[src/rtl/mux_arb_pkg.sv]
// Shared types and constants for the 16-way mux round-robin arbiter.
// Imported by rr_pick and mux16_rr_arbiter.
package mux_arb_pkg;

   localparam int N_REQ = 16;
   localparam int SEL_W = 4;

   typedef enum logic {IDLE, BUSY} arb_state_t;
   typedef logic [SEL_W-1:0] sel_t;
   typedef logic [N_REQ-1:0] req_t;

endpackage

[src/rtl/rr_pick.sv]
// Round-robin pick: rotate req by ptr, find first set bit, un-rotate.
// Purely combinational; idx is meaningless when any is low.
module rr_pick
   import mux_arb_pkg::*;
(
   input  req_t req,
   input  sel_t ptr,
   output logic any,
   output sel_t idx
);

   req_t rot;
   sel_t off;

   always_comb begin
      rot = req_t'({req, req} >> ptr);
      off = '0;
      // Descending scan leaves the lowest set bit of rot in off
      for (int i = N_REQ - 1; i >= 0; i--) begin
         if (rot[i]) off = sel_t'(i);
      end
      any = |req;
      idx = off + ptr;
   end

endmodule

[config.mk]
export PLATFORM = sky130hd
export DESIGN_NAME = rr_pick
export DESIGN_NICKNAME = d
export VERILOG_FILES = /design/src/rtl/mux_arb_pkg.sv /design/src/rtl/rr_pick.sv
export SDC_FILE = /design/constraint.sdc
export NUM_CORES = 1
export LEC_CHECK = 0
export ABC_AREA = 1
export ABC_CLOCK_PERIOD_IN_PS = 5100
export CAP_MARGIN = 0
export CELL_PAD_IN_SITES_DETAIL_PLACEMENT = 1
export CELL_PAD_IN_SITES_GLOBAL_PLACEMENT = 1
export CORE_UTILIZATION = 40
export DETAILED_ROUTE_END_ITERATION = 10
export GPL_TIMING_DRIVEN = 0
export PLACE_DENSITY = 0.95
export SLEW_MARGIN = 20
export SYNTH_ARGS = -nofsm -noshare
export SYNTH_HDL_FRONTEND = slang
export SYNTH_SLANG_ARGS = --single-unit
[constraint.sdc]
create_clock -name vclk -period 5.1
set_input_delay 0.765 -clock vclk [all_inputs]
set_output_delay 0.765 -clock vclk [all_outputs]
set_load 0.01 [all_outputs]
==> run_1/layer_met2.png <==
Bar = 20 µm.
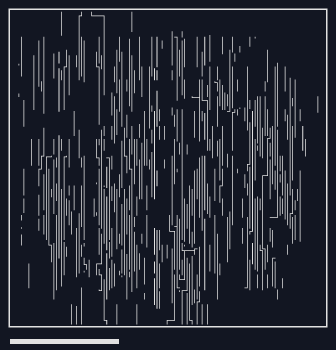
nets with wire on the layer: 241
main direction: vertical
total number of vias: 1613
grt met2 use: 47.8%
total wirelength of the detailed-routed design: 4350 µm

==> run_1/wires.png <==
Only two layers are drawn.
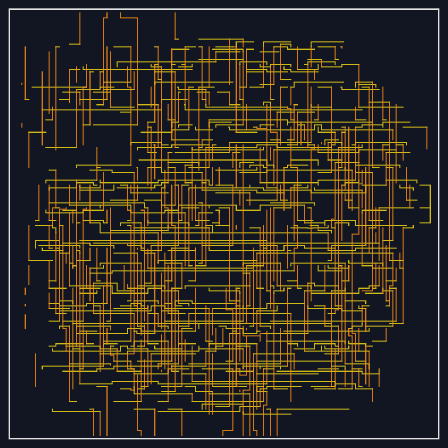
[orange] metal 2 | wire length: 2060 µm
[yellow] metal 1 | wire length: 2090 µm

==> results.rst, run 1 <==
Run summary
-----------

.. list-table::
   :header-rows: 1

   * - Metric
     - Value
   * - Simple share
     - between 60% and 70%
   * - Number of buffers inserted for hold repair after clock tree synthesis
     - 0
   * - Worst min-delay path category
     - primary input to primary output
   * - Detailed Routing Iterations Pass 1
     - 7
   * - Via-to-Cell Ratio
     - around 5.8
   * - Met3 routed wirelength
     - slightly below 90 µm
   * - Portion of total power attributed to sequential cells
     - 0%
   * - Fa+ha+maj area frac
     - 4.61%
   * - Count of endpoints failing setup in the final report
     - 0
   * - Final hold violations
     - 0
   * - Gp weighted congestion
     - a little under 0.9
   * - Number of max-slew violations in the final report
     - 0
   * - Min cycle time layout
     - 5.01 ns
   * - Ant. Diodes
     - 0
   * - Violations in the final reports
     - DRC
   * - Die span in x
     - around 58 µm
   * - Met2 layer wire length in the routed design
     - roughly 2100 µm
   * - Total global routing overflow
     - 0
   * - Element type at the critical path end
     - primary output
   * - Transition time of the tightest slew-check pin
     - roughly 0.43 ns
   * - DRC violations left
     - 1
   * - Power Total
     - approximately 0.19 mW
   * - Post-synth area hogs
     - sky130_fd_sc_hd__nand2_1, sky130_fd_sc_hd__nand3_1, sky130_fd_sc_hd__nand3_2
   * - Run status
     - complete, but fails checks
   * - Critical path endpoint
     - idx[3]
   * - Part of the cycle the worst path needs
     - a little over nine tenths
   * - NetSw
     - approximately 0.11 mW
   * - Count of mapped cells out of synthesis
     - about 220
   * - Startpoint type of the worst setup path
     - primary input
   * - Multiplexer area fraction after synthesis
     - 0%
   * - Final Core Density
     - ~54%
   * - Remaining number of nets flagged by the antenna check after routing
     - 0
   * - Post-CTS Setup Inserts
     - 0
   * - Num rows
     - 19
   * - Number of global-route vias before repair
     - around 1600
   * - Global-route wire length before repair
     - 7310 µm
   * - Sw Share
     - between 50% and 60%
   * - RSZ-0062 raised after global routing
     - yes
==> run_1/power_grid.png <==
Pins as bars on the die edge. Tap cells in gray.
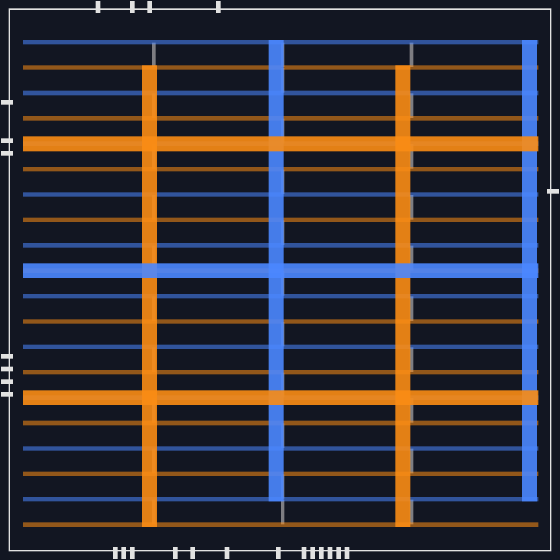
[orange] VSS
[blue] VDD
tap cells: 31
met5 straps: 3

run 1: Yosys cell counts, types with 3 or more instances:
master                     n
sky130_fd_sc_hd__buf_4     3
sky130_fd_sc_hd__nand3_1  52
sky130_fd_sc_hd__nor2_1    4
sky130_fd_sc_hd__inv_1    12
sky130_fd_sc_hd__buf_6     3
sky130_fd_sc_hd__o21ai_1   4
sky130_fd_sc_hd__nand2_1  76
sky130_fd_sc_hd__nor4_1    4
sky130_fd_sc_hd__a21oi_1   5
sky130_fd_sc_hd__ha_1      3
sky130_fd_sc_hd__nand2_4   6
sky130_fd_sc_hd__buf_2     5
sky130_fd_sc_hd__nand3_2  14
sky130_fd_sc_hd__nand2_2   5
sky130_fd_sc_hd__o21ai_0   9
run 1: critical path: stages:
cell                              delay [ns]
sky130_fd_sc_hd__clkdlybuf4s50_1        0.44
sky130_fd_sc_hd__clkbuf_4               0.20
sky130_fd_sc_hd__inv_1                  0.21
sky130_fd_sc_hd__buf_4                  0.22
sky130_fd_sc_hd__nand3_1                0.10
sky130_fd_sc_hd__nand2_1                0.10
sky130_fd_sc_hd__inv_1                  0.06
sky130_fd_sc_hd__nand2_1                0.06
sky130_fd_sc_hd__o21ai_1                0.10
sky130_fd_sc_hd__nand2_1                0.08
sky130_fd_sc_hd__nand2_1                0.05
sky130_fd_sc_hd__nand2_1                0.07
sky130_fd_sc_hd__nand2_1                0.05
sky130_fd_sc_hd__nand2_1                0.05
sky130_fd_sc_hd__nand2_1                0.06
sky130_fd_sc_hd__nand2_1                0.07
sky130_fd_sc_hd__nand2_1                0.05
sky130_fd_sc_hd__nand2_1                0.05
sky130_fd_sc_hd__nand2_1                0.04
sky130_fd_sc_hd__a21oi_1                0.15
sky130_fd_sc_hd__ha_1                   0.20
sky130_fd_sc_hd__nand3_1                0.09
sky130_fd_sc_hd__nand2_1                0.09
sky130_fd_sc_hd__xor2_1                 0.17
sky130_fd_sc_hd__xnor2_1                0.13
sky130_fd_sc_hd__clkdlybuf4s50_1        0.55
run 1: placed cells by master (no fill, tap or decap), types with 5 or more instances in the layout:
cell type / count
sky130_fd_sc_hd__nand3_1: 52
sky130_fd_sc_hd__nand2_2: 5
sky130_fd_sc_hd__o21ai_0: 9
sky130_fd_sc_hd__a21oi_1: 5
sky130_fd_sc_hd__nand2_1: 76
sky130_fd_sc_hd__inv_1: 12
sky130_fd_sc_hd__nand2_4: 6
sky130_fd_sc_hd__clkdlybuf4s50_1: 21
sky130_fd_sc_hd__nand3_2: 14
run 1: power by group through the flow:
stage               Sequential (mW)  Combinational, mW  Clock (mW)
finish                            0              0.187           0
global route                      0              0.207           0
CTS                               0              0.186           0
detailed placement                0              0.186           0
global placement                  0              0.177           0
floorplan                         0              0.120           0
run 1: final cells by class:
| type | count | area share, % |
|---|---|---|
| timing repair buffer | 25 | 16.5 |
| multi-input combinational | 196 | 69.5 |
| buffer | 12 | 6.95 |
| tap | 31 | 2.51 |
| inverter | 16 | 4.53 |
run 1: stage by stage:
step | hold slack, ns | instances
2_1_floorplan | 1.65 | 224
3_3_place_gp | 2.66 | 279
3_5_place_dp | 2.67 | 279
4_1_cts | 2.67 | 279
5_1_grt | 2.11 | 280
6_report | 2.06 | 280
==> run 2, diff against run 1 <==
ABC_AREA = not set   (was 1)
CORE_ASPECT_RATIO = 0.9   (was not set)
CORE_UTILIZATION = 47   (was 40)
SLEW_MARGIN = 30   (was 20)
==> run_2/placement_by_type.png <==
Bar = 20 µm. Fill, decap, tap and diode cells in gray.
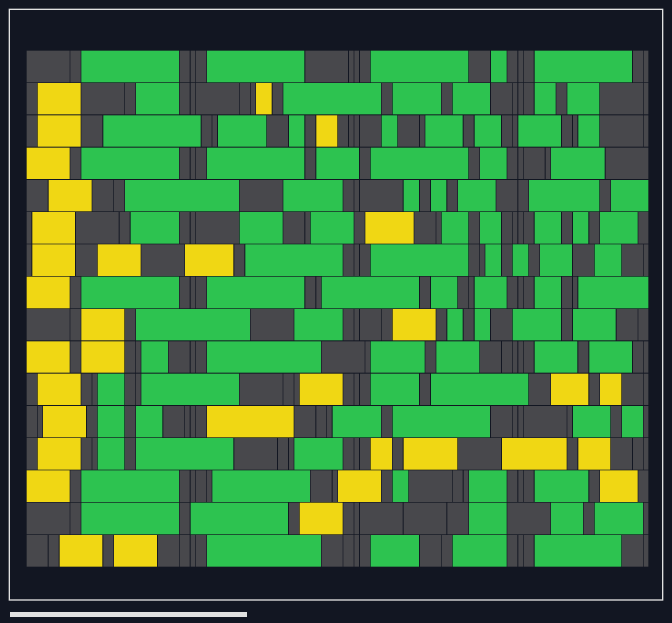
[yellow] remaining buffers and delay cells | cells: 33 | share of their area: 22%
[green] combinational and other logic | cells: 92 | share of their area: 78%
Std-Cell Core Area: 0.00228 mm²
share of the final layout cell area in sequential cells: 0%
num rows: 16
final standard cell area without fillers: 0.00151 mm²
Final Core Density: 66.3%

==> run_2/wires.png <==
Only two layers are drawn.
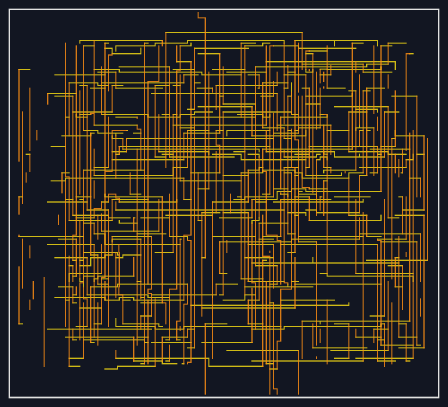
[orange] metal 2 | wire length: 2120 µm
[yellow] metal 1 | wire length: 1540 µm

==> run 2 against run 1 <==
  * The flow now finishes without violations
  * Area after synthesis down 5.0%
  * Non-clock buffer count shrank 4
  * Clock-buffer cell count unchanged
  * Critical endpoint is now idx[2]
==> results.rst, run 2 <==
Run summary
-----------

.. list-table::
   :header-rows: 1

   * - Metric
     - Value
   * - Run status
     - finished, final reports clean
   * - Layout net count
     - approximately 150
   * - Sw Share
     - 49.0% (-9.2 points)
   * - Part of the cycle the worst path needs
     - 99.7% (+1.5 points)
   * - Initial standard-cell utilization of the core
     - 51.9%
   * - I/O pin cnt
     - 25
   * - NetSw
     - 0.103 mW (-5.6%)
   * - Number of global-route vias before repair
     - 1113 (-31%)
   * - Power Total
     - 0.209 mW (+12%)
   * - Total wirelength of the detailed-routed design
     - 3900 µm (-10%)
   * - Worst slack after detailed placement
     - -0.790 ns
   * - Portion of synthesized cell area occupied by the leading cell type
     - a little over 30%
   * - Number of sequential cells
     - 0
   * - Compound Share, Synth
     - ~7.5%
   * - Element type at the critical path end
     - primary output
   * - Cell area power density
     - 138 mW/mm²
   * - Maximum clock frequency
     - between 150 and 200 MHz
   * - Cell leakage power
     - approximately 0.55 nW
   * - Post-route worst hold slack
     - 2.27 ns (+0.217 ns)
   * - Startpoint of the lowest-slack hold path
     - ptr[1]
   * - Global-route wire length before repair
     - 5580 µm (-24%)
   * - Relative contribution of the clock network to total power
     - 0%
   * - Placed Cells
     - 151 (-46%)
   * - Number of inserted filler cells in the final layout
     - between 200 and 250
   * - CP max stage cell
     - sky130_fd_sc_hd__mux4_2
   * - Footprint of the flip-flops and latches
     - 0 µm²
   * - Remaining number of nets flagged by the antenna check after routing
     - 0 (unchanged)
   * - Max IR drop VDD
     - 0.0885 mV
   * - Number of max-slew violations in the final report
     - 0 (unchanged)
   * - HPWL Detailed
     - about 3000 µm
   * - Top library cells by usage in the layout, fill and taps aside
     - sky130_fd_sc_hd__mux4_2, sky130_fd_sc_hd__clkdlybuf4s50_1, sky130_fd_sc_hd__mux2_2, sky130_fd_sc_hd__mux2i_1, sky130_fd_sc_hd__nand2_1
   * - Most used cell, CP
     - sky130_fd_sc_hd__mux4_2
   * - Final hold violations
     - 0 (unchanged)
   * - Number of port buffers
     - 25
   * - Largest net degree at the start of global routing
     - 11
   * - Fraction of final layout cells sized beyond drive strength 1
     - between 30 and 40%
   * - Total global routing overflow
     - 0 (unchanged)
   * - Total number of vias
     - 1116 (-31%)
   * - Portion of total power attributed to sequential cells
     - 0% (unchanged)
   * - Via-to-Cell Ratio
     - 7.34 (+27%)
   * - Die span in y
     - around 50 µm
   * - Worst Path Max Fanout
     - 10
   * - Post-synth area hogs
     - sky130_fd_sc_hd__mux4_2, sky130_fd_sc_hd__mux4_1, sky130_fd_sc_hd__mux2_2
   * - Initial antenna violation count
     - 0
   * - Simple share
     - 13.0% (-55 points)
   * - Gp weighted congestion
     - 0.804 (-8.6%)
   * - Drt wl/cell
     - ~26 µm
   * - Worst stage delay on the critical path
     - 0.55 ns (about the same)
   * - Final non-filler cell total
     - 152 (-46%)
   * - Library cell with the highest instance count after synthesis
     - sky130_fd_sc_hd__mux4_2
   * - Die span in x
     - 54.9 µm (-5.0%)
   * - Internal power summed over all cells
     - 0.107 mW
   * - Cells along the critical path
     - clkdlybuf4s15_1 > buf_6 > buf_12 > mux4_2 > mux4_2 > inv_1 > o311ai_0 > a311oi_1 > o31ai_1 > ha_1 > fa_1 > xor2_1 > dlygate4sd2_1
   * - Relative slew margins
     - 53.7%
   * - Count of mapped cells out of synthesis
     - 99 (-56%)
   * - Min cycle time layout
     - 5.08 ns (+0.0775 ns)
   * - Count of endpoints failing setup in the final report
     - 0 (unchanged)
   * - XOR Share, Synth
     - 2.22%
   * - Multiplexer area fraction after synthesis
     - 66.9% (+67 points)
   * - DRC violations left
     - 0 (-1)
   * - Kind of cell with the highest combined delay on the critical path
     - multiplexers
   * - YS chip area
     - between 0.001 and 0.0015 mm²
   * - Transition time of the tightest slew-check pin
     - 0.694 ns (+0.267 ns)
   * - Worst min-delay path category
     - primary input to primary output
   * - Top cell type by total area after synthesis
     - sky130_fd_sc_hd__mux4_2
   * - Top cells by instance count after synthesis
     - sky130_fd_sc_hd__mux4_2, sky130_fd_sc_hd__mux2i_1, sky130_fd_sc_hd__mux2_2
   * - Crit path setup slack, layout
     - about 0.016 ns
   * - Worst setup startpoint
     - ptr[1]
   * - Ant. Diodes
     - 0 (unchanged)
   * - Overall global routing resource usage
     - between 20% and 30%
   * - Yosys warns
     - 0
   * - Area growth syn-to-layout
     - 27.8%
   * - Combined area of all synthesized cells
     - 0.00118 mm²
   * - Yosys cell types
     - 39
   * - Number of buffers inserted for hold repair after clock tree synthesis
     - 0 (unchanged)
   * - Detailed Routing Iterations Pass 1
     - 4 (-3)
   * - Critical path required time
     - between 4 and 5 ns
   * - Part of the power in combinational logic
     - 100.0%
   * - Startpoint type of the worst setup path
     - primary input
   * - Fraction of the yosys area taken by sequential cells
     - 0%
   * - Crit path buf inv count
     - 5 (-1)
   * - Average footprint of a synthesized cell
     - 12.0 µm²
   * - Fa+ha+maj area frac
     - 4.86% (+0.24 points)
   * - Number of OpenROAD warnings
     - 33
   * - Critical path type
     - primary input to primary output
   * - Data arrival time at the worst-slack endpoint
     - between 4 and 5 ns
   * - Post-Syn Nets
     - between 100 and 150
-- run 2: cell families (layout without fill, tap and decap cells) --
logic type,count (synthesis),in the layout
multiplexers,45,45
AND/OR/NAND/NOR,26,26
AND-OR/OR-AND,11,11
buffers and inverters,10,36
adder cells (fa/ha/maj),4,4
XOR/XNOR,3,3
-- run 2: worst paths after layout --
path	cells past startpoint	to	slack, ns
setup / recovery	13	idx[2]	0.02
hold / removal	3	idx[1]	2.27
-- run 2: worst min-delay path: cells and delay by family --
family	cells	cell delay, ns
adders and majority gates	1	0.19
buffers and inverters	2	0.55
-- run 2: layout make-up --
class,count,area (µm²),share of cell area [%]
multi-input cells,89,1140,75.6
inverters,3,11.3,0.744
well taps,27,33.8,2.23
repair buffers,26,253,16.7
plain buffers,7,71.3,4.71
-- run 2: repair_timing --
item | CTS | global route
pin swaps | 3 | 2
setup buffers | 1 | 0
resized | 21 | 5
endpoints found under the setup margin | 4 | 1
-- run 2: routing by layer --
| layer | part of all wire, % | up-vias | GRT usage (%) |
|---|---|---|---|
| li1 | - | 481 | - |
| met1 | 39 | 569 | 35.6 |
| met2 | 55 | 58 | 52.4 |
| met3 | 4.2 | 8 | 2.47 |
| met4 | 1.8 | 0 | 5.00 |
| met5 | 0 | - | 0 |
-- run 2: power groups by stage --
stage	Combinational, mW	Clock, mW	Sequential, mW
after floorplan	0.127	0	0
after global placement	0.182	0	0
after detailed placement	0.193	0	0
after CTS	0.201	0	0
after global routing	0.222	0	0
final	0.209	0	0
-- run 2: through the flow --
stage	TNS (ns)	util, %	cell area, µm²
after CTS	0	66.4	1520
final	0	66.3	1510
after floorplan	0	-	1180
after global routing	-0.0669	66.3	1510
after global placement	-1.31	64.4	1470
after detailed placement	-1.71	64.4	1470
Power figures rest on the tool's default switching activity, not on a simulated workload.
